===== src/rtl/rx_pkg.sv =====
// Shared types and default constants for the serial receive timing block.
package rx_pkg;

  typedef enum logic [2:0] {
    IDLE,
    START,
    RECEIVE,
    CHECK,
    LOAD
  } rx_state_t;

  localparam int RX_CLKS_PER_BIT = 10;
  localparam int RX_DATA_BITS    = 8;

endpackage


===== src/rtl/rx_timing_ctrl_if.sv =====
// Control bundle between start detector, shift register, receive buffer
// and rx_timing_ctrl.
interface rx_timing_ctrl_if;

  logic start_bit_detected;
  logic stop_bit;
  logic serial_in;
  logic shift_strobe;
  logic enable_timer;
  logic sbc_clear;
  logic packet_done;
  logic load_buffer;
  logic framing_error;

  modport master (
    output start_bit_detected,
    output stop_bit,
    output serial_in,
    input  shift_strobe,
    input  enable_timer,
    input  sbc_clear,
    input  packet_done,
    input  load_buffer,
    input  framing_error
  );

  modport slave (
    input  start_bit_detected,
    input  stop_bit,
    input  serial_in,
    output shift_strobe,
    output enable_timer,
    output sbc_clear,
    output packet_done,
    output load_buffer,
    output framing_error
  );

endinterface


===== src/rtl/flex_counter.sv =====
// Up counter 1..rollover_val with synchronous clear; restarts at 1
// after reaching rollover_val.
module flex_counter #(
  parameter int W = 4
) (
  input  logic         clk,
  input  logic         n_rst,
  input  logic         clear,
  input  logic         count_enable,
  input  logic [W-1:0] rollover_val,
  output logic [W-1:0] count_out
);

  always_ff @(posedge clk or negedge n_rst) begin
    if (!n_rst) begin
      count_out <= '0;
    end else if (clear) begin
      count_out <= '0;
    end else if (count_enable) begin
      if (count_out == rollover_val) begin
        count_out <= W'(1);
      end else begin
        count_out <= count_out + W'(1);
      end
    end
  end

endmodule


===== src/rtl/rx_timing_ctrl.sv =====
// Receive bit timing and frame control FSM.
// Optional start-bit recheck: define RX_START_VERIFY_EN.
module rx_timing_ctrl
  import rx_pkg::*;
#(
  parameter int CLKS_PER_BIT = RX_CLKS_PER_BIT,
  parameter int DATA_BITS    = RX_DATA_BITS
) (
  input logic             clk,
  input logic             n_rst,
  rx_timing_ctrl_if.slave bus
);

  localparam int CW = $clog2(CLKS_PER_BIT + 1);
  localparam int BW = $clog2(DATA_BITS + 3);

  localparam logic [CW-1:0] BIT_END  = CW'(CLKS_PER_BIT);
  localparam logic [CW-1:0] MID      = CW'(CLKS_PER_BIT / 2);
  localparam logic [BW-1:0] LAST_BIT = BW'(DATA_BITS + 1);
  localparam logic [BW-1:0] BIT_ROLL = BW'(DATA_BITS + 2);

  rx_state_t     state;
  logic          fe;
  logic [CW-1:0] clk_cnt;
  logic [BW-1:0] bit_cnt;
  logic          timing;
  logic          cnt_clear;
  logic          at_mid;
  logic          bit_done;
  logic          at_stop;
  logic          glitch;

  assign timing    = (state == RECEIVE);
  assign cnt_clear = (state == START);
  assign at_mid    = timing && (clk_cnt == MID);
  assign bit_done  = timing && (clk_cnt == BIT_END);
  assign at_stop   = at_mid && (bit_cnt == LAST_BIT);

  // bit_cnt is 0 during the start bit, so its midpoint is never strobed
  flex_counter #(.W(CW)) u_clk_cnt (
    .clk          (clk),
    .n_rst        (n_rst),
    .clear        (cnt_clear),
    .count_enable (timing),
    .rollover_val (BIT_END),
    .count_out    (clk_cnt)
  );

  flex_counter #(.W(BW)) u_bit_cnt (
    .clk          (clk),
    .n_rst        (n_rst),
    .clear        (cnt_clear),
    .count_enable (bit_done),
    .rollover_val (BIT_ROLL),
    .count_out    (bit_cnt)
  );

`ifdef RX_START_VERIFY_EN
  assign glitch = at_mid && (bit_cnt == '0)
               && bus.serial_in;
`else
  logic unused_serial;
  assign unused_serial = bus.serial_in;
  assign glitch = 1'b0;
`endif

  always_ff @(posedge clk or negedge n_rst) begin
    if (!n_rst) begin
      state <= IDLE;
      fe    <= 1'b0;
    end else begin
      unique case (state)
        IDLE: begin
          if (bus.start_bit_detected) begin
            state <= START;
            fe    <= 1'b0;
          end
        end
        START: begin
          state <= RECEIVE;
        end
        RECEIVE: begin
          if (glitch) begin
            state <= IDLE;
          end else if (at_stop) begin
            state <= CHECK;
          end
        end
        CHECK: begin
          if (bus.stop_bit) begin
            state <= LOAD;
          end else begin
            state <= IDLE;
            fe    <= 1'b1;
          end
        end
        LOAD: begin
          state <= IDLE;
        end
        default: begin
          state <= IDLE;
        end
      endcase
    end
  end

  assign bus.shift_strobe  = at_mid && (bit_cnt != '0);
  assign bus.enable_timer  = timing;
  assign bus.sbc_clear     = cnt_clear;
  assign bus.packet_done   = (state == CHECK);
  assign bus.load_buffer   = (state == LOAD);
  assign bus.framing_error = fe;

endmodule


===== src/flat_wrapper.sv =====
// flat-port wrapper written by rule: the top's interface ports become plain ports
module rx_timing_ctrl_flat import rx_pkg::*;
#(
  parameter int CLKS_PER_BIT = RX_CLKS_PER_BIT,
  parameter int DATA_BITS    = RX_DATA_BITS
)
  (clk, n_rst, bus_start_bit_detected, bus_stop_bit, bus_serial_in, bus_shift_strobe, bus_enable_timer, bus_sbc_clear, bus_packet_done, bus_load_buffer, bus_framing_error);
  rx_timing_ctrl_if bus_i ();
  input logic clk;
  input logic n_rst;
  input wire logic [$bits(bus_i.start_bit_detected)-1:0] bus_start_bit_detected;
  input wire logic [$bits(bus_i.stop_bit)-1:0] bus_stop_bit;
  input wire logic [$bits(bus_i.serial_in)-1:0] bus_serial_in;
  output wire logic [$bits(bus_i.shift_strobe)-1:0] bus_shift_strobe;
  output wire logic [$bits(bus_i.enable_timer)-1:0] bus_enable_timer;
  output wire logic [$bits(bus_i.sbc_clear)-1:0] bus_sbc_clear;
  output wire logic [$bits(bus_i.packet_done)-1:0] bus_packet_done;
  output wire logic [$bits(bus_i.load_buffer)-1:0] bus_load_buffer;
  output wire logic [$bits(bus_i.framing_error)-1:0] bus_framing_error;
  assign bus_i.start_bit_detected = bus_start_bit_detected;
  assign bus_i.stop_bit = bus_stop_bit;
  assign bus_i.serial_in = bus_serial_in;
  assign bus_shift_strobe = bus_i.shift_strobe;
  assign bus_enable_timer = bus_i.enable_timer;
  assign bus_sbc_clear = bus_i.sbc_clear;
  assign bus_packet_done = bus_i.packet_done;
  assign bus_load_buffer = bus_i.load_buffer;
  assign bus_framing_error = bus_i.framing_error;
  rx_timing_ctrl #(.CLKS_PER_BIT(CLKS_PER_BIT), .DATA_BITS(DATA_BITS)) u_core (.clk(clk), .n_rst(n_rst), .bus(bus_i));
endmodule

===== config.mk =====
export PLATFORM = sky130hd
export DESIGN_NAME = rx_timing_ctrl_flat
export DESIGN_NICKNAME = d
export VERILOG_FILES = /design/src/rtl/rx_pkg.sv /design/src/rtl/rx_timing_ctrl_if.sv /design/src/rtl/flex_counter.sv /design/src/rtl/rx_timing_ctrl.sv /design/src/flat_wrapper.sv
export SDC_FILE = /design/constraint.sdc
export NUM_CORES = 1
export LEC_CHECK = 0
export CAP_MARGIN = 25
export CORE_ASPECT_RATIO = 1.25
export CORE_MARGIN = 2
export CORE_UTILIZATION = 38
export CTS_CLUSTER_SIZE = 30
export DETAILED_ROUTE_END_ITERATION = 8
export HOLD_SLACK_MARGIN = 0.15
export PLACE_DENSITY = 0.61
export SYNTH_ARGS = -nofsm -noshare
export SYNTH_HDL_FRONTEND = slang
export SYNTH_SLANG_ARGS = --single-unit
export TNS_END_PERCENT = 5

===== constraint.sdc =====
create_clock -name clk -period 1.85 [get_ports clk]
set_clock_uncertainty 0.2 [all_clocks]
set_input_delay 0.185 -clock clk [delete_from_list [all_inputs] [get_ports clk]]
set_output_delay 0.185 -clock clk [all_outputs]
set_load 0.05 [all_outputs]

run_1/layer_met3.png
(6 px per um) Cells faint in the background.
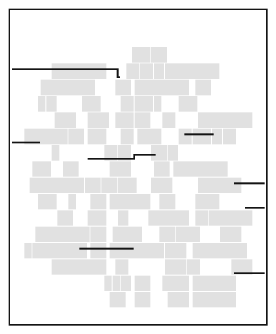
The longest straight run is 17.5 um. The layer holds 3.9% of the routed length. The wires run mostly horizontal. The layer carries 61.0 um of wire.
drt total wl: 1550 um
met3 Use GR: 0.0414

run_1/wires.png
(6 px per um)
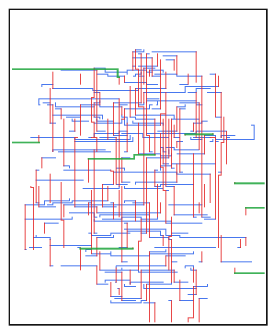
Red stands for metal 2, wire length 702 um. Green stands for metal 3, wire length 61.0 um. Blue stands for metal 1, wire length 787 um.
total track usage: 0.160
drt wl/cell: 14.5 um
vias after detailed routing: 617

==> impl_metrics.ini, run 1 <==
; yosys + openroad results
[placed_design]
hpwl_um = 1140
io_buffers = 9
place_area_um2 = 931

[floorplanning]
dieArea_mm2 = 0.00223
io_pins = 11

[timing]
min_period_over_period = 0.999
max_slew_margin = 0.645
tightest_slew_ns = 0.532
slew_viol_final = 0
setup_ws_ns = 0.00162
max_freq_mhz = 541

[final_layout]
finalInstanceArea_um2 = 982
layout.cells.non_filler = 107
nets = 95

[critical_path]
end_kind = flop
critPathMaxStageDelay_ns = 0.57
crit_family = simple AND/OR/NAND/NOR gates
cp_slowest_cell = or4b_4

[clocking]
cts-root-buf = clkbuf_4
htreeDepth = 1
clockBufferDepth = 2

[logic_synthesis]
ys_seq_share = 0.423
syn_inst = 71
synth-edff-count = 0
ys_cells = 71
ys_ff = 12
yosysTopAreaCellShare = 0.423

[job]
drv_cap = 0

[route]
drtPass1Iterations = 4
vias_per_cell = 5.77
ant_nets = 0

[run_status]
status = finished, final reports clean

[min_path]
min_from = bus_stop_bit

[grt]
antenna_found_initial = 0

[pwr]
p_leak_nw = 0.434
run_1/clk_routes.png
(8 px per um)
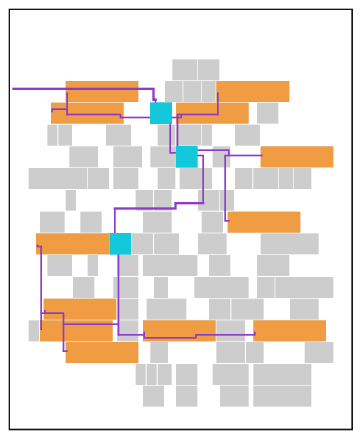
Orange stands for flip-flops, count 12. Cyan stands for clock drivers, count 3. Purple stands for clock wires, length 159 um.
There are 4 routed clock nets.
Clk power: 0.157 mW
clk latency late pin: 0.27 ns
Clk pwr share: 0.119

[run 1: flip-flops by register name (all words and copies together) (netlist names)]
| signal | cells |
|---|---|
| u_core.u_bit_cnt.count_out | 4 |
| u_core.u_clk_cnt.count_out | 4 |
| u_core.state | 3 |
| u_core.bus.framing_error | 1 |
[run 1: layout by cell type (no fill, tap or decap), types with 3 or more instances in the layout]
cell	netlist	layout
inv_1	4	4
nor2b_1	5	5
o21ai_0	3	3
clkdlybuf4s50_1	0	3
buf_4	0	8
dfrtp_1	12	12
clkbuf_4	0	3
buf_12	0	5
[run 1: metal layers]
| metal | up-vias | wire length, um | track usage |
|---|---|---|---|
| met4 | 0 | 0 | 0.0469 |
| met5 | - | 0 | 0 |
| li1 | 303 | - | - |
| met1 | 303 | 787 | 0.225 |
| met2 | 11 | 701 | 0.240 |
| met3 | 0 | 61 | 0.0414 |
[run 1: worst reg2reg max path, cell delays in order, from the launching register on]
cell	delay, ns
dfrtp_1	0.38
or4b_4	0.57
or4_4	0.50
a21oi_2	0.13
[run 1: final timing paths]
check,to,cells after the start
max,u_core.u_bit_cnt.count_out[2]$_DFFE_PN0P_,3
min,u_core.state[2]$_DFFE_PN0P_,2
max reg2reg,u_core.u_bit_cnt.count_out[2]$_DFFE_PN0P_,3
min reg2reg,u_core.bus.framing_error$_DFFE_PN0P_,2
max in group asynchronous,u_core.u_clk_cnt.count_out[3]$_DFFE_PN0P_,2
min in group asynchronous,u_core.state[2]$_DFFE_PN0P_,2
[run 1: per-stage QoR]
step / TNS, ns / hold slack (ns)
after floorplan: -0.255 / -0.311
after global placement: 0 / 0.289
after detailed placement: 0 / 0.315
after CTS: 0 / 0.309
after global routing: -0.132 / 0.313
final: 0 / 0.320
[run 1: report_power, final]
| group | internal, mW | leakage [nW] | switching (mW) |
|---|---|---|---|
| Combinational | 0.367 | 0.260 | 0.403 |
| Clock | 0.0752 | 0.0138 | 0.0817 |
| Sequential | 0.329 | 0.160 | 0.0675 |
| Total | 0.772 | 0.434 | 0.552 |
[run 1: logic make-up (layout without fill, tap and decap cells)]
kind of cell,after synthesis,after routing,synth area share
XOR/XNOR,1,1,0.0123
buffers and inverters,8,25,0.0546
AND/OR/NAND/NOR,30,30,0.308
AND-OR/OR-AND,20,20,0.202
flip-flops,12,12,0.423
[run 1: cell type report]
type	count	area (um2)	area share
multi-input combinational	51	409	0.417
sequential	12	300	0.306
inverter	4	15.0	0.0153
timing repair buffer	18	211	0.215
tap	19	23.8	0.0242
clock buffer	3	22.5	0.0229
[run 1: timing repair]
item,4_1_cts,5_1_grt
setup endpoints to repair,2,3
buffers inserted,1,0
hold endpoints to repair,12,0
gates resized,1,2
hold buffers,1,0
pin swaps,2,2
==> run 1 -> run 2 <==
Settings changed: ABC_AREA set to 1.
==> impl_metrics.ini, run 2 <==
; yosys + openroad results
[logic_synthesis]
ys_sh_aoi = 0.0887
async_flop_share = 1.00
synthTopLogicFamily = simple AND/OR/NAND/NOR gates
synth-edff-count = 0
ys_sh_simple = 0.385
ys_area_um2 = 706
ys_ff = 12
yosysTopAreaCellShare = 0.426
ys_seq_share = 0.426
syn_inst = 91
adder_share = 0
ys_cells = 91
mux_area_frac = 0
synth_area_leader_cell = dfrtp_1
ys_top_cells_by_area = dfrtp_1, nand2_1, inv_1
common_cells = nand2_1, dfrtp_1, inv_1, nor2_1, nand3_1
ys_types = 22
xor_share = 0.0124
ys_warn_count = 0

[final_layout]
nets = 112
register_area_um2 = 300
nFillCells = 176
layout_top_cell = nand2_1
diodes = 0
reg.largest.list = u_core.u_bit_cnt.count_out (4), u_core.u_clk_cnt.count_out (4), u_core.state (3)
layout-drive-gt1-share = 0.245
final_layout_top_logic_cells = nand2_1, inv_1, dfrtp_1, nor2_1, nand3_1
finalInstanceArea_um2 = 935
logic_area_um2 = 357

[critical_path]
crit_type = reg -> out
critPathMaxStageDelay_ns = 0.42
end_kind = primary output
arrival_ns = 1.44
critPathBufInv = 2
crit_chain = inv_2 > nand2_4 > nor2_8 > nand2_1 > a21oi_2 > buf_12
cp_slowest_cell = dfrtp_1
crit_family = flip-flops

[floorplanning]
fp_util = 0.400
die_height_um = 52.2
coreArea_mm2 = 0.00177
dieArea_mm2 = 0.00222
io_pins = 11

[clocking]
clockBufferDepth = 2
cts-root-buf = clkbuf_4
htreeDepth = 1
tritoncts = built
clock_sinks = 12
clkSlewWorstSetupHoldPaths_ns = 0.08

[run_status]
status = finished, final reports clean

[pwr]
cellPowerDensity_mw_per_mm2 = 1750
p_leak_nw = 0.457

[grt]
grt_pass1_wl_um = 2590
antenna_found_initial = 0
grt_max_degree = 13

[timing]
setup_ws_ns = 0.0290
setup_viol = 0
tightest_slew_ns = 0.549
hold_viol = 0
min_period_over_period = 0.984
max_slew_margin = 0.633
max_freq_mhz = 549
period_needed_ns = 1.82
slew_viol_final = 0

[route]
drt_iter0_markers = 6
ant_nets = 0
vias_per_cell = 5.02
top_layer_used = met4
drtPass1Iterations = 4
met2_length_um = 778
wl_met1_um = 587
drc = 0
dr_wl_met3_um = 43

[job]
drv_cap = 0
warnings = 29

[placed_design]
hpwl_um = 1110
io_buffers = 9
post-place-ws_ns = 0.298
place_area_um2 = 871
place.gp.congestion = 0.762
run 2: cell types whose count changed in the layout (fill, tap and decap cells not counted), moves of 3 or more:
cell     change
nor2_2       +3
inv_1        +8
buf_4        -6
nor2_1       +8
nand3_1      +8
nand2_4      +3
nor2b_1      -5
inv_2        +3
nand2_1     +16
run 2: layout make-up:
type / instances / share of cell area
multi-input cells: 63 / 0.382
flip-flops and latches: 12 / 0.321
repair buffers: 11 / 0.166
inverters: 16 / 0.0669
clock buffers: 4 / 0.0388
well taps: 19 / 0.0254
run 2: logic make-up (layout without fill, tap and decap cells):
group                  after synthesis  in the layout
XOR/XNOR                             1              1
flip-flops                          12             12
buffers and inverters               16             31
AND/OR/NAND/NOR                     51             51
AND-OR/OR-AND                       11             11
run 2: worst paths after layout:
| kind | depth (start not counted) | from | slack [ns] | endpoint |
|---|---|---|---|---|
| max | 6 | u_core.state[2]$_DFFE_PN0P_ | 0.03 | bus_shift_strobe |
| min | 3 | bus_stop_bit | 0.25 | u_core.state[2]$_DFFE_PN0P_ |
| max reg2reg | 7 | u_core.state[2]$_DFFE_PN0P_ | 0.33 | u_core.u_bit_cnt.count_out[0]$_DFFE_PN0P_ |
| min reg2reg | 1 | u_core.state[2]$_DFFE_PN0P_ | 0.31 | u_core.state[2]$_DFFE_PN0P_ |
| max in group asynchronous | 2 | n_rst | 0.49 | u_core.state[1]$_DFFE_PN0P_ |
| min in group asynchronous | 2 | n_rst | 0.60 | u_core.state[2]$_DFFE_PN0P_ |
run 2: per-stage QoR:
stage / power [mW] / TNS, ns / utilization / cells / hold WS [ns]
6_report: 1.63 / 0 / 0.529 / 125 / 0.248
2_1_floorplan: 1.10 / -0.0447 / - / 91 / -0.311
4_1_cts: 1.63 / 0 / 0.524 / 125 / 0.245
5_1_grt: 1.77 / -0.0348 / 0.529 / 125 / 0.282
3_3_place_gp: 1.38 / 0 / 0.493 / 119 / 0.290
3_5_place_dp: 1.39 / 0 / 0.493 / 119 / 0.302
run 2: what timing repair did:
action / in CTS / in global routing
hold endpoints to repair: 12 / 0
setup endpoints to repair: 1 / 2
hold buffers: 1 / 0
gates resized: 0 / 2
pin swaps: 1 / 0
setup buffers: 1 / 0
run 2: routing by layer:
| layer | up-vias | track usage |
|---|---|---|
| li1 | 324 | - |
| met1 | 289 | 0.171 |
| met2 | 9 | 0.285 |
| met3 | 5 | 0.0241 |
| met4 | 0 | 0.0938 |
| met5 | - | 0 |
run 2: report_power, final:
part | internal [mW] | total (mW) | switching [mW]
Sequential | 0.364 | 0.476 | 0.112
Combinational | 0.360 | 0.940 | 0.580
Clock | 0.120 | 0.216 | 0.0966
run 2: tightest hold or removal path, delay by kind of cell:
family	cells	cell delay, ns
buffers and inverters	2	0.47
and+or+nand+nor	1	0.05
run_2/wires.png
(6 px per um)
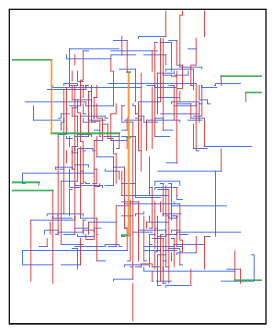
Green stands for metal 3, wire length 43.9 um. Orange stands for metal 4, wire length 39.4 um. Blue stands for metal 1, wire length 587 um. Red stands for metal 2, wire length 778 um.
drt total wl: 1450 um
drt wl/cell: 11.6 um
vias after detailed routing: 627
total track usage: 0.157

run_2/clk_routes.png
(8 px per um)
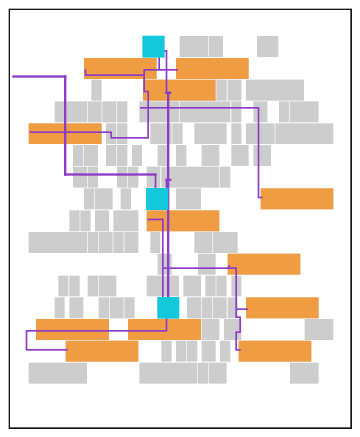
Purple stands for clock wires, length 202 um. Cyan stands for clock drivers, count 3. Orange stands for flip-flops, count 12.
There are 4 routed clock nets.
Clk pwr share: 0.133
clk latency late pin: 0.28 ns

Power is estimated from default activity; no workload was simulated.
